### Track usage over the die

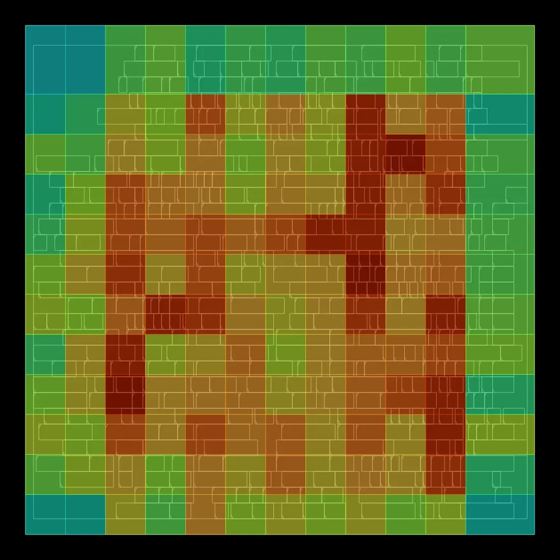
### Signal wires by layer

Scale: 6 px per micron. Two of the layers only.
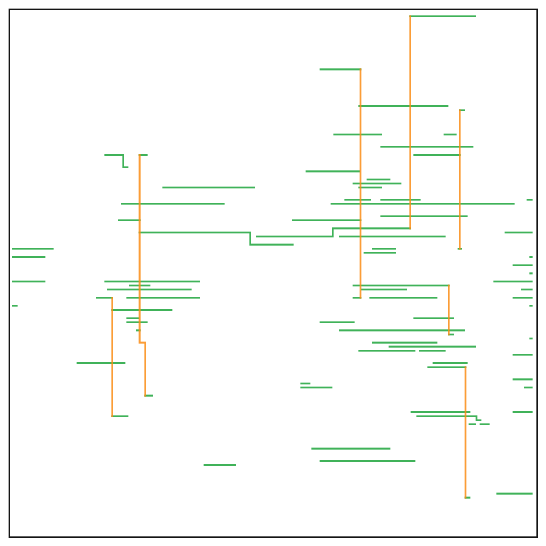
### Register map, names as in the netlist

Scale: 6 px per micron. Other sequential cells in the stronger grey, the rest of the logic in the fainter grey.
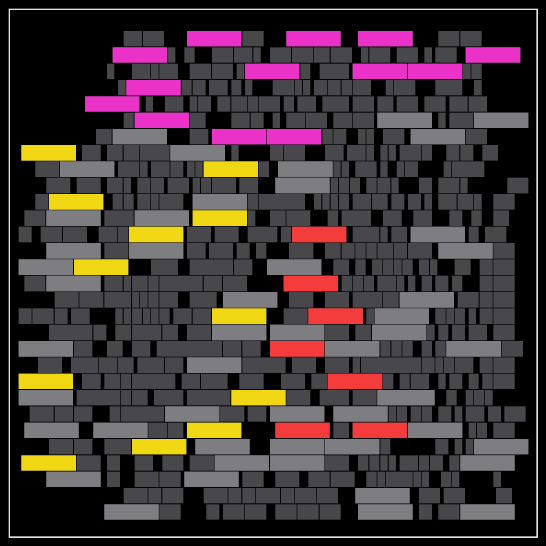
### Signal wires on met4

Scale: 6 px per micron. Supply wires on this layer in grey.
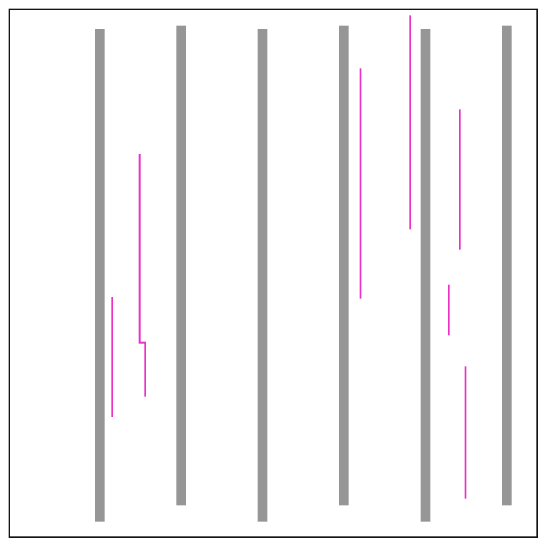
Design bin_tape_loader, sky130hd; sources not shown.
==> flow_metrics.py <==
# Synthesis and PnR figures
metrics = {
    "synth": {
        "ys_seq_share_pct": 44.50,
        "yosysChipArea_sq_mm": 0.004558,
        "synth_area_leader_cell": "dfrtp_1",
        "synthTopCellsByArea": "dfrtp_1 (44%), mux2_2 (9.6%), fa_1 (3.5%), nor2_1 (3.5%), xor2_1 (3.3%)",
        "synth_flop_count": 81,
        "async_reset_ff_share_pct": 100.0,
        "synth_nets": 471,
        "syn_area_sq_mm": 0.004558,
    },
    "critical_path": {
        "start_kind": "flop",
        "required_ns": 3.95,
        "reg2reg_slack_ns": 2.08,
        "arrival_ns": 2.71,
        "slowest_delay_ns": 0.72,
        "critPathTopFamily": "buffers and inverters",
        "crit_top_cell": "inv_1",
        "path_max_fanout": 33,
    },
    "final_layout": {
        "lay_top_count": "dfrtp_1",
        "logic_gate_count": 332,
        "seq_cells": 81,
    },
    "die": {
        "die_x_microns": 87.74,
        "pin_count": 56,
        "dieHeight_microns": 87.74,
    },
    "placement": {
        "gp_congestion": 0.9142,
        "dp_hpwl_microns": 7421,
    },
    "pwr": {
        "swShare_pct": 43.29,
        "p_sw_mw": 1.445,
        "power_leader": "combinational cells",
        "powerComb_mw": 1.65,
        "power_frac_comb_pct": 49.4,
        "peakVddDrop_mv": 0.4906,
    },
    "drt": {
        "ant_nets": 0,
        "wl_met2_microns": 5254,
        "via_per_inst": 6.264,
        "drt_iter0_markers": 233,
    },
    "final_timing": {
        "worst_slew_pin_slew_ns": 0.9521,
        "slew-limit-headroom_pct": 36.29,
        "slew_viol_final": 0,
        "rsz0062_at_grt": "false",
    },
    "clock_tree": {
        "ctsLongestPathBuffers": 2,
        "cts_hold_buf": 0,
    },
    "min_path": {
        "hold_depth": 1,
    },
    "job": {
        "maxCapViolCount": 0,
    },
    "status": {
        "status": "completed",
    },
}
About 'Track usage over the die':
met3 Use GR: 6.032%
met2 usage: 47.36%
total global routing track utilization: 30.41%

About 'Signal wires by layer':
| layer | colour | wire length |
|---|---|---|
| metal 3 | green | 589 microns |
| metal 4 | orange | 187 microns |
final WL: 10800 microns
via count: 3721
routed len/inst: 18.19 microns

About 'Register map, names as in the netlist':
| signal | colour | flops |
|---|---|---|
| word_count | magenta | 13 |
| pend_sum | yellow | 12 |
| hi | red | 7 |
not coloured: 49
fin util: 77.84%
sequential power: 1.21 mW
FF/Latch Area: 0.002028 sq mm

About 'Signal wires on met4':
share of all routed wire: 1.7%
main direction: vertical
nets with wire on the layer: 6
wire length on this layer: 187 microns

[kinds of logic (layout without fill, tap and decap cells)]
logic type | Yosys count | after routing | share of synthesized area (%)
DFF | 81 | 81 | 44.50
adders and majority gates | 17 | 17 | 5.984
AOI/OAI and AO/OA | 92 | 92 | 14.03
xor gates and xnor gates | 29 | 29 | 5.572
and+or+nand+nor | 155 | 155 | 17.82
muxes | 39 | 39 | 9.635
buffers and inverters | 28 | 85 | 2.470
[synthesized netlist by cell type, drive strengths merged (8+ instances only)]
cell type	instances
a21oi	15
a22o	8
and2	22
clkbuf	12
dfrtp	80
fa	8
ha	9
inv	9
mux2	39
nand2	26
nand3	17
nor2	42
nor3	10
o21ai	27
xnor2	12
xor2	17
Power and IR drop assume default switching activity.
